==> images/clock_nets.png <==
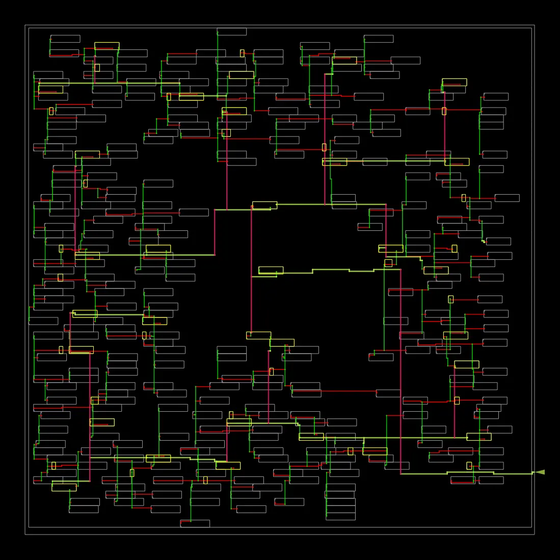
==> images/ff_map.png <==
(2 px per µm) Other sequential cells in the stronger gray, the rest of the logic in the fainter gray.
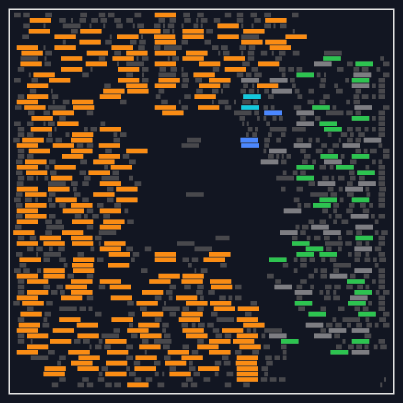
==> images/m2.png <==
(2 px per µm)
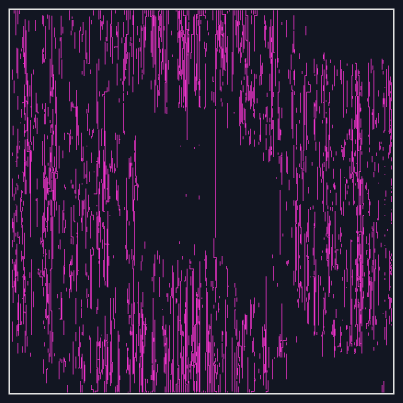
==> images/util_map.png <==
(2 px per µm) The die is cut into 19 by 19 equal tiles; black is low, pale yellow is high, 0 to 100% covered.
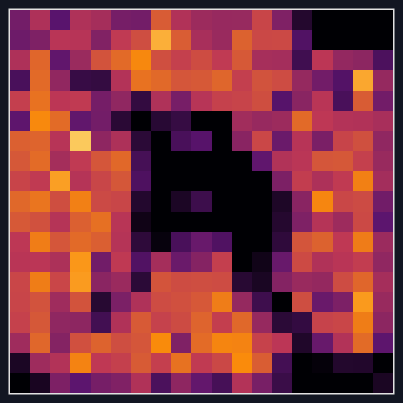
==> images/floorplan.png <==
(2 px per µm) Pins as bars on the die edge.
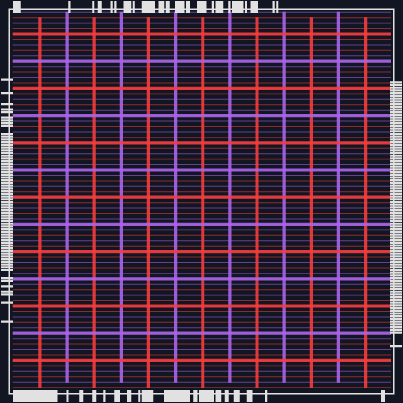
**config.mk**
```make
export PLATFORM = sky130hd
export DESIGN_NAME = snax_reqrsp_to_hwpe_flat
export DESIGN_NICKNAME = d
export VERILOG_FILES = /design/src/rtl/snax_hwpe_pkg.sv /design/src/rtl/hwpe_stream_intf_tcdm.sv /design/src/rtl/fifo_v3.sv /design/src/rtl/snax_reqrsp_to_hwpe.sv /design/src/flat_wrapper.sv
export SDC_FILE = /design/constraint.sdc
export NUM_CORES = 1
export LEC_CHECK = 0
export CELL_PAD_IN_SITES_DETAIL_PLACEMENT = 1
export CELL_PAD_IN_SITES_GLOBAL_PLACEMENT = 2
export CORE_UTILIZATION = 30
export CTS_BUF_LIST = sky130_fd_sc_hd__clkbuf_8 sky130_fd_sc_hd__clkbuf_16
export CTS_CLUSTER_SIZE = 25
export DETAILED_ROUTE_END_ITERATION = 12
export PLACE_DENSITY = 0.75
export SLEW_MARGIN = 10
export SYNTH_ARGS = -nofsm -noshare
export SYNTH_HDL_FRONTEND = slang
export SYNTH_SLANG_ARGS = --single-unit
```
**constraint.sdc**
```tcl
create_clock -name clk_i -period 5.4 [get_ports clk_i]
set_clock_uncertainty 0.2 [all_clocks]
set_input_delay 1.08 -clock clk_i [delete_from_list [all_inputs] [get_ports clk_i]]
set_output_delay 1.08 -clock clk_i [all_outputs]
set_load 0.01 [all_outputs]
```
**src/rtl/snax_hwpe_pkg.sv**
```systemverilog
// Shared types, constants and helpers for the reqrsp-to-HWPE TCDM bridge.
// Holds the reqrsp channel structs, the bridge FSM states and the HWPE word-address helper.
package snax_hwpe_pkg;

    localparam int HwpeDataWidth = 32;
    localparam int HwpeBeWidth   = 4;

    localparam int ReqAddrWidth = 48;
    localparam int ReqDataWidth = 64;
    localparam int ReqStrbWidth = ReqDataWidth / 8;

    typedef enum logic [2:0] {
        IDLE,
        LO,
        HI,
        WAIT,
        RESP
    } r2h_state_e;

    typedef struct packed {
        logic [ReqAddrWidth-1:0] addr;
        logic                    write;
        logic [3:0]              amo;
        logic [ReqDataWidth-1:0] data;
        logic [ReqStrbWidth-1:0] strb;
        logic [0:0]              user;
    } reqrsp_q_chan_t;

    typedef struct packed {
        reqrsp_q_chan_t q;
        logic           q_valid;
    } reqrsp_req_t;

    typedef struct packed {
        logic [ReqDataWidth-1:0] data;
    } reqrsp_p_chan_t;

    typedef struct packed {
        reqrsp_p_chan_t p;
        logic           p_valid;
        logic           q_ready;
    } reqrsp_rsp_t;

    // One buffered request: only the fields the bridge actually forwards.
    typedef struct packed {
        logic [31:3]             addr;
        logic                    write;
        logic [ReqDataWidth-1:0] data;
        logic [ReqStrbWidth-1:0] strb;
    } r2h_entry_t;

    function automatic logic [31:0] hwpe_word_addr(input logic [31:3] addr, input logic hi);
        return {addr, hi, 2'b00};
    endfunction

endpackage

```
**src/rtl/hwpe_stream_intf_tcdm.sv**
```systemverilog
// HWPE TCDM port bundle: request/grant handshake plus single-cycle-later read response.
interface hwpe_stream_intf_tcdm;
    import snax_hwpe_pkg::*;

    logic                     req;
    logic                     gnt;
    logic [31:0]              add;
    logic                     wen;
    logic [HwpeBeWidth-1:0]   be;
    logic [HwpeDataWidth-1:0] data;
    logic [HwpeDataWidth-1:0] r_data;
    logic                     r_valid;

    modport master (output req, add, wen, be, data, input gnt, r_data, r_valid);
    modport slave  (input req, add, wen, be, data, output gnt, r_data, r_valid);

endinterface

```
**src/rtl/fifo_v3.sv**
```systemverilog
// Small circular-buffer FIFO used as the bridge request buffer.
// FALL_THROUGH=1 forwards data_i to data_o combinationally while empty.
module fifo_v3 #(
    parameter bit          FALL_THROUGH = 1'b0,
    parameter int unsigned DATA_WIDTH   = 32,
    parameter int unsigned DEPTH        = 8
) (
    input  logic                  clk_i,
    input  logic                  rst_ni,
    input  logic                  flush_i,
    output logic                  full_o,
    output logic                  empty_o,
    input  logic [DATA_WIDTH-1:0] data_i,
    input  logic                  push_i,
    output logic [DATA_WIDTH-1:0] data_o,
    input  logic                  pop_i
);

    localparam int unsigned PtrWidth = (DEPTH > 1) ? $clog2(DEPTH) : 1;
    localparam int unsigned CntWidth = $clog2(DEPTH + 1);

    logic [DATA_WIDTH-1:0] r_mem [DEPTH];
    logic [PtrWidth-1:0]   r_rd_ptr;
    logic [PtrWidth-1:0]   r_wr_ptr;
    logic [CntWidth-1:0]   r_cnt;

    logic w_is_empty;
    logic w_fall;
    logic w_bypass;
    logic w_wr;
    logic w_rd;

    assign w_is_empty = (r_cnt == '0);
    assign full_o     = (r_cnt == CntWidth'(DEPTH));
    assign w_fall     = FALL_THROUGH && w_is_empty && push_i;
    assign empty_o    = w_is_empty && !w_fall;
    assign data_o     = (FALL_THROUGH && w_is_empty) ? data_i : r_mem[r_rd_ptr];

    // A fall-through entry consumed in the same cycle never touches storage.
    assign w_bypass = w_fall && pop_i;
    assign w_wr     = push_i && !full_o && !w_bypass;
    assign w_rd     = pop_i && !w_is_empty;

    // NOTE: sequential state uses non-blocking assignments so every flop samples pre-edge values.
    always_ff @(posedge clk_i or negedge rst_ni) begin
        if (!rst_ni) begin
            r_rd_ptr <= '0;
            r_wr_ptr <= '0;
            r_cnt    <= '0;
        end else if (flush_i) begin
            r_rd_ptr <= '0;
            r_wr_ptr <= '0;
            r_cnt    <= '0;
        end else begin
            if (w_wr) begin
                r_wr_ptr <= (r_wr_ptr == PtrWidth'(DEPTH - 1)) ? '0 : r_wr_ptr + 1'b1;
            end
            if (w_rd) begin
                r_rd_ptr <= (r_rd_ptr == PtrWidth'(DEPTH - 1)) ? '0 : r_rd_ptr + 1'b1;
            end
            case ({w_wr, w_rd})
                2'b10:   r_cnt <= r_cnt + 1'b1;
                2'b01:   r_cnt <= r_cnt - 1'b1;
                default: r_cnt <= r_cnt;
            endcase
        end
    end

    // NOTE: storage has no reset; the count and pointers alone decide which entries are valid.
    always_ff @(posedge clk_i) begin
        if (w_wr) begin
            r_mem[r_wr_ptr] <= data_i;
        end
    end

endmodule

```
**src/rtl/snax_reqrsp_to_hwpe.sv**
```systemverilog
// Bridge from a 64-bit reqrsp TCDM port to a 32-bit HWPE TCDM master, one request in flight.
// Optional macro SNAX_REQRSP_TO_HWPE_STRB_SKIP_EN: skip write halves whose strobe nibble is zero.
module snax_reqrsp_to_hwpe
    import snax_hwpe_pkg::*;
#(
    parameter int  AddrWidth  = 48,
    parameter int  DataWidth  = 64,
    parameter int  FifoDepth  = 2,
    parameter type tcdm_req_t = snax_hwpe_pkg::reqrsp_req_t,
    parameter type tcdm_rsp_t = snax_hwpe_pkg::reqrsp_rsp_t
) (
    input  logic                        clk_i,
    input  logic                        rst_ni,
    input  tcdm_req_t                   tcdm_req_i,
    output tcdm_rsp_t                   tcdm_rsp_o,
    hwpe_stream_intf_tcdm.master        hwpe_tcdm_master
);

    localparam int EntryWidth = $bits(r2h_entry_t);

    r2h_state_e r_state;
    r2h_state_e w_state_nxt;

    logic [HwpeDataWidth-1:0] r_lo_q;
    logic [HwpeDataWidth-1:0] r_hi_q;
    logic                     r_lo_pend;
    logic                     r_hi_pend;

    r2h_entry_t            w_push_entry;
    r2h_entry_t            w_head;
    logic [EntryWidth-1:0] w_head_raw;

    logic w_full;
    logic w_empty;
    logic w_q_ready;
    logic w_push;
    logic w_pop;
    logic w_need_lo;
    logic w_need_hi;
    logic w_unused;

    logic                     w_req;
    logic [31:0]              w_add;
    logic                     w_wen;
    logic [HwpeBeWidth-1:0]   w_be;
    logic [HwpeDataWidth-1:0] w_data;

    assign w_push_entry.addr  = tcdm_req_i.q.addr[31:3];
    assign w_push_entry.write = tcdm_req_i.q.write;
    assign w_push_entry.data  = tcdm_req_i.q.data[DataWidth-1:0];
    assign w_push_entry.strb  = tcdm_req_i.q.strb;

    // Upper address bits, byte offset, amo and user have no meaning on the HWPE side.
    assign w_unused = ^{tcdm_req_i.q.addr[AddrWidth-1:32], tcdm_req_i.q.addr[2:0],
                        tcdm_req_i.q.amo, tcdm_req_i.q.user};

    // Held low throughout reset so an initiator never sees a handshake it cannot complete.
    assign w_q_ready = rst_ni && !w_full;
    assign w_push    = tcdm_req_i.q_valid && w_q_ready;

    fifo_v3 #(
        .FALL_THROUGH (1'b0),
        .DATA_WIDTH   (EntryWidth),
        .DEPTH        (FifoDepth)
    ) i_req_fifo (
        .clk_i   (clk_i),
        .rst_ni  (rst_ni),
        .flush_i (1'b0),
        .full_o  (w_full),
        .empty_o (w_empty),
        .data_i  (w_push_entry),
        .push_i  (w_push),
        .data_o  (w_head_raw),
        .pop_i   (w_pop)
    );

    assign w_head = r2h_entry_t'(w_head_raw);

`ifdef SNAX_REQRSP_TO_HWPE_STRB_SKIP_EN
    assign w_need_lo = !w_head.write || (|w_head.strb[3:0]);
    assign w_need_hi = !w_head.write || (|w_head.strb[7:4]);
`else
    assign w_need_lo = 1'b1;
    assign w_need_hi = 1'b1;
`endif

    always_ff @(posedge clk_i or negedge rst_ni) begin
        if (!rst_ni) begin
            r_state <= IDLE;
        end else begin
            r_state <= w_state_nxt;
        end
    end

    // NOTE: every signal driven here gets a default first, so no path can infer a latch.
    always_comb begin
        w_state_nxt = r_state;
        w_req       = 1'b0;
        w_add       = '0;
        w_wen       = 1'b0;
        w_be        = '0;
        w_data      = '0;
        w_pop       = 1'b0;
        unique case (r_state)
            IDLE: begin
                if (!w_empty) begin
                    if (w_need_lo) begin
                        w_state_nxt = LO;
                    end else if (w_need_hi) begin
                        w_state_nxt = HI;
                    end else begin
                        w_state_nxt = RESP;
                    end
                end
            end
            LO: begin
                w_req  = 1'b1;
                w_add  = hwpe_word_addr(w_head.addr, 1'b0);
                w_wen  = !w_head.write;
                w_be   = w_head.strb[3:0];
                w_data = w_head.data[31:0];
                if (hwpe_tcdm_master.gnt) begin
                    if (w_need_hi) begin
                        w_state_nxt = HI;
                    end else begin
                        w_state_nxt = w_head.write ? RESP : WAIT;
                    end
                end
            end
            HI: begin
                w_req  = 1'b1;
                w_add  = hwpe_word_addr(w_head.addr, 1'b1);
                w_wen  = !w_head.write;
                w_be   = w_head.strb[7:4];
                w_data = w_head.data[63:32];
                if (hwpe_tcdm_master.gnt) begin
                    w_state_nxt = w_head.write ? RESP : WAIT;
                end
            end
            WAIT: begin
                w_state_nxt = RESP;
            end
            RESP: begin
                w_pop       = 1'b1;
                w_state_nxt = IDLE;
            end
            default: begin
                w_state_nxt = IDLE;
            end
        endcase
    end

    // Pending flags tie each r_valid to the half whose read grant preceded it.
    always_ff @(posedge clk_i or negedge rst_ni) begin
        if (!rst_ni) begin
            r_lo_q    <= '0;
            r_hi_q    <= '0;
            r_lo_pend <= 1'b0;
            r_hi_pend <= 1'b0;
        end else begin
            if (r_state == RESP) begin
                r_lo_q <= '0;
                r_hi_q <= '0;
            end
            if (hwpe_tcdm_master.r_valid) begin
                if (r_lo_pend) begin
                    r_lo_q    <= hwpe_tcdm_master.r_data;
                    r_lo_pend <= 1'b0;
                end else if (r_hi_pend) begin
                    r_hi_q    <= hwpe_tcdm_master.r_data;
                    r_hi_pend <= 1'b0;
                end
            end
            if ((r_state == LO) && hwpe_tcdm_master.gnt && !w_head.write) begin
                r_lo_pend <= 1'b1;
            end
            if ((r_state == HI) && hwpe_tcdm_master.gnt && !w_head.write) begin
                r_hi_pend <= 1'b1;
            end
        end
    end

    assign hwpe_tcdm_master.req  = w_req;
    assign hwpe_tcdm_master.add  = w_add;
    assign hwpe_tcdm_master.wen  = w_wen;
    assign hwpe_tcdm_master.be   = w_be;
    assign hwpe_tcdm_master.data = w_data;

    always_comb begin
        tcdm_rsp_o         = '0;
        tcdm_rsp_o.q_ready = w_q_ready;
        tcdm_rsp_o.p_valid = (r_state == RESP);
        if ((r_state == RESP) && !w_head.write) begin
            tcdm_rsp_o.p.data = {r_hi_q, r_lo_q};
        end
    end

endmodule

```
**src/flat_wrapper.sv**
```systemverilog
// flat-port wrapper written by rule: the top's interface ports become plain ports
module snax_reqrsp_to_hwpe_flat import snax_hwpe_pkg::*;
#(
    parameter int  AddrWidth  = 48,
    parameter int  DataWidth  = 64,
    parameter int  FifoDepth  = 2,
    parameter type tcdm_req_t = snax_hwpe_pkg::reqrsp_req_t,
    parameter type tcdm_rsp_t = snax_hwpe_pkg::reqrsp_rsp_t
)
  (clk_i, rst_ni, tcdm_req_i, tcdm_rsp_o, hwpe_tcdm_master_req, hwpe_tcdm_master_add, hwpe_tcdm_master_wen, hwpe_tcdm_master_be, hwpe_tcdm_master_data, hwpe_tcdm_master_gnt, hwpe_tcdm_master_r_data, hwpe_tcdm_master_r_valid);
  hwpe_stream_intf_tcdm hwpe_tcdm_master_i ();
  input  logic clk_i;
  input  logic rst_ni;
  input  tcdm_req_t tcdm_req_i;
  output tcdm_rsp_t tcdm_rsp_o;
  output wire logic [$bits(hwpe_tcdm_master_i.req)-1:0] hwpe_tcdm_master_req;
  output wire logic [$bits(hwpe_tcdm_master_i.add)-1:0] hwpe_tcdm_master_add;
  output wire logic [$bits(hwpe_tcdm_master_i.wen)-1:0] hwpe_tcdm_master_wen;
  output wire logic [$bits(hwpe_tcdm_master_i.be)-1:0] hwpe_tcdm_master_be;
  output wire logic [$bits(hwpe_tcdm_master_i.data)-1:0] hwpe_tcdm_master_data;
  input wire logic [$bits(hwpe_tcdm_master_i.gnt)-1:0] hwpe_tcdm_master_gnt;
  input wire logic [$bits(hwpe_tcdm_master_i.r_data)-1:0] hwpe_tcdm_master_r_data;
  input wire logic [$bits(hwpe_tcdm_master_i.r_valid)-1:0] hwpe_tcdm_master_r_valid;
  assign hwpe_tcdm_master_req = hwpe_tcdm_master_i.req;
  assign hwpe_tcdm_master_add = hwpe_tcdm_master_i.add;
  assign hwpe_tcdm_master_wen = hwpe_tcdm_master_i.wen;
  assign hwpe_tcdm_master_be = hwpe_tcdm_master_i.be;
  assign hwpe_tcdm_master_data = hwpe_tcdm_master_i.data;
  assign hwpe_tcdm_master_i.gnt = hwpe_tcdm_master_gnt;
  assign hwpe_tcdm_master_i.r_data = hwpe_tcdm_master_r_data;
  assign hwpe_tcdm_master_i.r_valid = hwpe_tcdm_master_r_valid;
  snax_reqrsp_to_hwpe #(.AddrWidth(AddrWidth), .DataWidth(DataWidth), .FifoDepth(FifoDepth), .tcdm_req_t(tcdm_req_t), .tcdm_rsp_t(tcdm_rsp_t)) u_core (.clk_i(clk_i), .rst_ni(rst_ni), .tcdm_req_i(tcdm_req_i), .tcdm_rsp_o(tcdm_rsp_o), .hwpe_tcdm_master(hwpe_tcdm_master_i));
endmodule
```
==> metrics.yaml <==
logic_synthesis:
  ys_sh_simple: 0.0583
  edf_count: 204
final_layout:
  reg.largest.list: "u_core.i_req_fifo.r_mem: 204 flops, u_core.r_hi_q: 32 flops, u_core.r_lo_q: 32 flops"
  layout-drive-gt1-share: 0.0669
critical_path:
  path_cells: "mux2_4, nor4b_4, buf_4, and2_1, clkdlybuf4s50_1"
  crit_buf_inv: 2
  crit_type: "flop to output pin"
  arrival_ns: 2.95
  worst_r2r_path_depth: 4
clock_network:
  cts_resized: 0
power:
  seq-power_mw: 2.90
  powerClk_mw: 1.85
  p_sw_mw: 2.18
  clock_power_share: 0.260
  p_seq_frac: 0.407
routing:
  antenna_left: 0
  wirelength_um: 26800
  met2WireLength_um: 12800
timing:
  fin_ws_ns: 1.17
global_route:
  grt_antenna_before_repair: 1
  grt_pass1_wl_um: 40600
  met1_usage: 0.182
  grt-ovfl-total: 0
place:
  port_buffers: 272
outcome:
  outcome: "finished, final reports clean"
Back to the opening pictures, clock_nets.png:
Insertion Delay late pin: 0.55 ns
flop count: 277

Back to the opening pictures, ff_map.png:
u_core.i_req_fifo.r_mem: shown in orange, flops 204. u_core.i_req_fifo.r_cnt: shown in cyan, flops 2. u_core.r_lo_q: shown in green, flops 32, where a column on the right. u_core.r_state: shown in blue, flops 3.

Back to the opening pictures, m2.png:
The longest straight run is 65.5 µm. The wires run mostly vertical.

Back to the opening pictures, util_map.png:
13% of the tiles are nearly empty. The mean over all tiles is 39%. The fullest tile reaches 88%.
post-layout util: 0.420
floorplan core density: 0.304
CORE AREA: 0.0355 mm²

Back to the opening pictures, floorplan.png:
VDD: shown in purple. VSS: shown in red.
299 signal pins sit on the boundary. The core has 69 rows. 13 straps on met4. 70 met1 rails follow the rows. 13 straps on met5.
Max VDD drop: 293 µV
Die Span X: 192 µm
die height: 192 µm

final cells by class:
class	count	area share
inverter	6	0.00151
sequential	277	0.534
clock buffer	31	0.0520
clock inverter	25	0.00772
tap	461	0.0387
multi-input combinational	333	0.175
timing repair buffer	284	0.191
cell usage in the layout, fill, tap and decap left out, types with 2 or more instances in the layout:
cell	n
dfrtp_1	72
nor2_4	2
a21oi_1	3
inv_1	14
nor3b_1	2
o21ai_0	3
clkinvlp_4	2
nor2_1	31
buf_12	3
mux2i_1	101
and2_1	65
clkinv_2	7
nand2b_1	2
edfxtp_1	204
xnor2_1	4
or2_2	2
clkinv_1	7
a21o_1	2
clkbuf_16	31
clkdlybuf4s50_1	271
a22o_1	64
buf_4	10
conb_1	2
o22ai_1	36
Power is estimated from default activity; no workload was simulated.
